**src/rtl/csr_file.sv**
```systemverilog
// Machine-mode CSR file: read-modify-write execute, cycle/instret counters, registered readback.
// Optional: define CSR_COUNTERS_EN to implement mcycle/mcycleh/minstret/minstreth.
module csr_file #(
   parameter logic [31:0] MISA_VALUE = 32'h4000_0100,
   parameter logic [31:0] HART_ID    = 32'h0
) (
   input  logic        clk,
   input  logic        reset,
   input  logic        in_valid,
   input  logic        csr_read_enable,
   input  logic        csr_write_enable,
   input  logic [1:0]  csr_write_func,
   input  logic        csr_input_sel,
   input  logic [11:0] csr_addr,
   input  logic [31:0] rs1_value,
   input  logic [4:0]  uimm,
   input  logic        instr_retire,
   output logic [31:0] read_data,
   output logic        read_valid,
   output logic        illegal
);

   localparam int unsigned XLEN = 32;

   localparam logic [1:0] FUNC_NONE = 2'b00;
   localparam logic [1:0] FUNC_RW   = 2'b01;
   localparam logic [1:0] FUNC_RS   = 2'b10;
   localparam logic [1:0] FUNC_RC   = 2'b11;

   localparam logic [11:0] ADDR_MSTATUS   = 12'h300;
   localparam logic [11:0] ADDR_MISA      = 12'h301;
   localparam logic [11:0] ADDR_MTVEC     = 12'h305;
   localparam logic [11:0] ADDR_MSCRATCH  = 12'h340;
   localparam logic [11:0] ADDR_MEPC      = 12'h341;
   localparam logic [11:0] ADDR_MCAUSE    = 12'h342;
   localparam logic [11:0] ADDR_MCYCLE    = 12'hB00;
   localparam logic [11:0] ADDR_MCYCLEH   = 12'hB80;
   localparam logic [11:0] ADDR_MINSTRET  = 12'hB02;
   localparam logic [11:0] ADDR_MINSTRETH = 12'hB82;
   localparam logic [11:0] ADDR_MHARTID   = 12'hF14;

   logic            mstatus_mie;
   logic            mstatus_mpie;
   logic [XLEN-1:0] mtvec;
   logic [XLEN-1:0] mscratch;
   logic [XLEN-1:0] mepc;
   logic [XLEN-1:0] mcause;

   logic [XLEN-1:0] src_c;
   logic [XLEN-1:0] old_value_c;
   logic [XLEN-1:0] new_value_c;
   logic            mapped_c;
   logic            op_en_c;
   logic            illegal_c;
   logic            write_c;

`ifdef CSR_COUNTERS_EN
   logic [XLEN-1:0] mcycle_lo;
   logic [XLEN-1:0] mcycle_hi;
   logic [XLEN-1:0] minstret_lo;
   logic [XLEN-1:0] minstret_hi;
`else
   logic unused_instr_retire;
   assign unused_instr_retire = instr_retire;
`endif

   // Address decode, old-value mux and read-modify-write
   always_comb begin
      src_c       = csr_input_sel ? {27'b0, uimm} : rs1_value;
      old_value_c = '0;
      mapped_c    = 1'b1;
      case (csr_addr)
         ADDR_MSTATUS:   old_value_c = {24'b0, mstatus_mpie, 3'b0, mstatus_mie, 3'b0};
         ADDR_MISA:      old_value_c = MISA_VALUE;
         ADDR_MTVEC:     old_value_c = mtvec;
         ADDR_MSCRATCH:  old_value_c = mscratch;
         ADDR_MEPC:      old_value_c = mepc;
         ADDR_MCAUSE:    old_value_c = mcause;
         ADDR_MHARTID:   old_value_c = HART_ID;
`ifdef CSR_COUNTERS_EN
         ADDR_MCYCLE:    old_value_c = mcycle_lo;
         ADDR_MCYCLEH:   old_value_c = mcycle_hi;
         ADDR_MINSTRET:  old_value_c = minstret_lo;
         ADDR_MINSTRETH: old_value_c = minstret_hi;
`endif
         default:        mapped_c    = 1'b0;
      endcase

      case (csr_write_func)
         FUNC_RW: new_value_c = src_c;
         FUNC_RS: new_value_c = old_value_c | src_c;
         FUNC_RC: new_value_c = old_value_c & ~src_c;
         default: new_value_c = old_value_c;
      endcase

      op_en_c   = in_valid & (csr_read_enable | csr_write_enable);
      illegal_c = op_en_c & (~mapped_c | (csr_write_enable & (csr_addr[11:10] == 2'b11)));
      write_c   = op_en_c & csr_write_enable & (csr_write_func != FUNC_NONE) & ~illegal_c;
   end

   // Registered response and architectural CSR state
   always_ff @(posedge clk) begin
      if (reset) begin
         read_data    <= '0;
         read_valid   <= 1'b0;
         illegal      <= 1'b0;
         mstatus_mie  <= 1'b0;
         mstatus_mpie <= 1'b0;
         mtvec        <= '0;
         mscratch     <= '0;
         mepc         <= '0;
         mcause       <= '0;
      end else begin
         read_data  <= (op_en_c & ~illegal_c) ? old_value_c : '0;
         read_valid <= op_en_c & csr_read_enable & ~illegal_c;
         illegal    <= illegal_c;
         if (write_c) begin
            case (csr_addr)
               ADDR_MSTATUS: begin
                  mstatus_mie  <= new_value_c[3];
                  mstatus_mpie <= new_value_c[7];
               end
               ADDR_MTVEC:    mtvec    <= {new_value_c[XLEN-1:2], 2'b00};
               ADDR_MSCRATCH: mscratch <= new_value_c;
               ADDR_MEPC:     mepc     <= {new_value_c[XLEN-1:2], 2'b00};
               ADDR_MCAUSE:   mcause   <= new_value_c;
               default: ;
            endcase
         end
      end
   end

`ifdef CSR_COUNTERS_EN
   logic wr_cycle_lo_c;
   logic wr_cycle_hi_c;
   logic wr_instret_lo_c;
   logic wr_instret_hi_c;

   assign wr_cycle_lo_c   = write_c & (csr_addr == ADDR_MCYCLE);
   assign wr_cycle_hi_c   = write_c & (csr_addr == ADDR_MCYCLEH);
   assign wr_instret_lo_c = write_c & (csr_addr == ADDR_MINSTRET);
   assign wr_instret_hi_c = write_c & (csr_addr == ADDR_MINSTRETH);

   // A write to a half replaces that cycle's increment and blocks carry out of it
   always_ff @(posedge clk) begin
      if (reset) begin
         mcycle_lo   <= '0;
         mcycle_hi   <= '0;
         minstret_lo <= '0;
         minstret_hi <= '0;
      end else begin
         if (wr_cycle_lo_c)
            mcycle_lo <= new_value_c;
         else
            mcycle_lo <= mcycle_lo + XLEN'(1);

         if (wr_cycle_hi_c)
            mcycle_hi <= new_value_c;
         else if (!wr_cycle_lo_c && (mcycle_lo == '1))
            mcycle_hi <= mcycle_hi + XLEN'(1);

         if (wr_instret_lo_c)
            minstret_lo <= new_value_c;
         else if (instr_retire)
            minstret_lo <= minstret_lo + XLEN'(1);

         if (wr_instret_hi_c)
            minstret_hi <= new_value_c;
         else if (!wr_instret_lo_c && instr_retire && (minstret_lo == '1))
            minstret_hi <= minstret_hi + XLEN'(1);
      end
   end
`endif

endmodule

```
**config.mk**
```make
export PLATFORM = sky130hd
export DESIGN_NAME = csr_file
export DESIGN_NICKNAME = d
export VERILOG_FILES = /design/src/rtl/csr_file.sv
export SDC_FILE = /design/constraint.sdc
export NUM_CORES = 1
export LEC_CHECK = 0
export ABC_AREA = 1
export CAP_MARGIN = 5
export CORE_MARGIN = 2
export CORE_UTILIZATION = 45
export CTS_BUF_LIST = sky130_fd_sc_hd__clkbuf_8 sky130_fd_sc_hd__clkbuf_16
export CTS_CLUSTER_DIAMETER = 150
export CTS_CLUSTER_SIZE = 10
export DETAILED_ROUTE_END_ITERATION = 16
export PLACE_DENSITY = 0.66
export SLEW_MARGIN = 25
export SYNTH_ARGS = -nofsm -noshare
export SYNTH_HDL_FRONTEND = slang
export SYNTH_SLANG_ARGS = --single-unit
```
**constraint.sdc**
```tcl
create_clock -name clk -period 3.4 [get_ports clk]
set_input_delay 0.51 -clock clk [delete_from_list [all_inputs] [get_ports clk]]
set_output_delay 0.51 -clock clk [all_outputs]
set_load 0.02 [all_outputs]
```
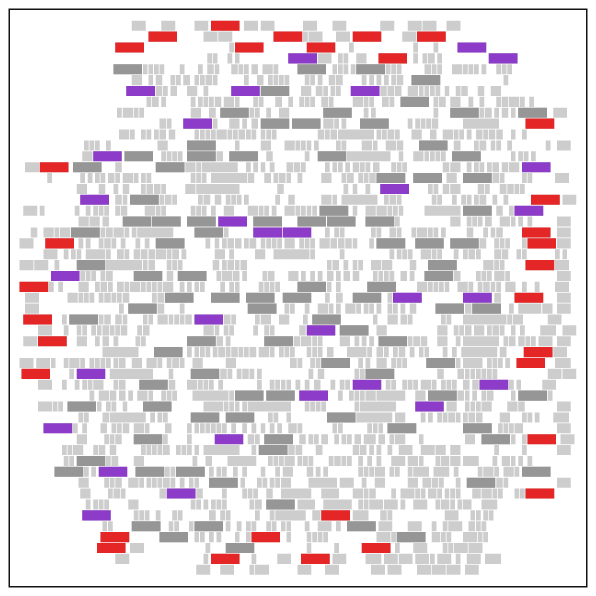
*Sequential cells grouped by signal name*
Drawn at 4 px/um.
purple -> mtvec  # placed flops 30, where widely spread
red -> read_data  # placed flops 32, where widely spread
not coloured = 98

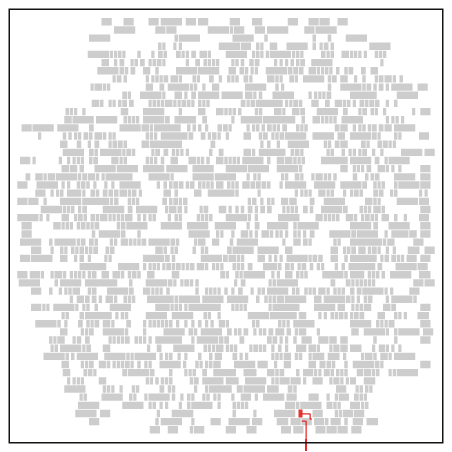
*I/O nets highlighted*
Drawn at 3 px/um.
red -> csr_read_enable  # bits 1, direction input, end cells 1, buffers 1, wire 13.5 um

==> impl_metrics.csv <==
group,metric,value,unit
cells_and_area,area_growth,20.6,%
synthesis,yosysTopAreaCellShare,0.363,
worst_setup_path,crit_chain,"clkdlybuf4s50_1 > inv_1 > nand2_1 > nor2_2 > nand3_2 > buf_4 > inv_1 > nand4_2 > buf_12 > o21bai_1 > nor2_1",
global_route,grt_pass1_vias,7664,
global_route,use_met2,0.411,
hold_path,hold_start,"mepc[29]",
sta,final_max_slew_viol_count,0,
synthesis,syn_inst,1417,
cells_and_area,drive_gt1_frac,0.0584,
worst_setup_path,crit_path_start_kind,"input pin",
synthesis,topCombFamilyByArea,"simple AND/OR/NAND/NOR gates",
worst_setup_path,critical_path_required,3720,ps
routing,drtAntennaViolNets,0,
power_and_ir_drop,pg_comb,0.318,mW
global_route,grtUsageTotal,0.240,
power_and_ir_drop,p_comb_frac,0.073,
placed_design,port_buffers,90,
worst_setup_path,cp_common_cell,"inv_1",
placed_design,placed_area,0.00998,mm^2
floorplan,die_y,144,um
cells_and_area,logic_gate_count,898,
worst_setup_path,crit_start,"csr_addr[2]",
power_and_ir_drop,seqPwrFrac,0.430,
outcome,status,"finished, final reports clean",
global_route,grt_pass1_wl,39000,um
synthesis,syn_nets,1475,
synthesis,ys_sh_mux,0.00638,
routing,routed_wl,24100,um
synthesis,synthAoiAreaFrac,0.150,
routing,wire_per_inst,13.7,um
flow_run,warning_count,29,
[synthesized netlist by cell type, drive strengths merged]
cell / instances
clkbuf: 37
nand2: 304
a21oi: 3
nor3: 1
a211oi: 1
nor2: 258
buf: 35
o22ai: 3
o21ai: 92
a21boi: 1
xor2: 1
mux2: 5
o21bai: 106
o21a: 1
nand3: 114
dfxtp: 160
o221ai: 1
nand4: 7
inv: 287
[worst min-delay path by stage]
stage                                to  depth (start not counted)  slack [ps]
after floorplan           read_data[30]                          2         480
after global placement         mepc[19]                          4         500
after detailed placement     mcause[25]                          4         500
after CTS                    mcause[25]                          4         510
after global routing           mepc[13]                          4         530
final                          mepc[29]                          4         510
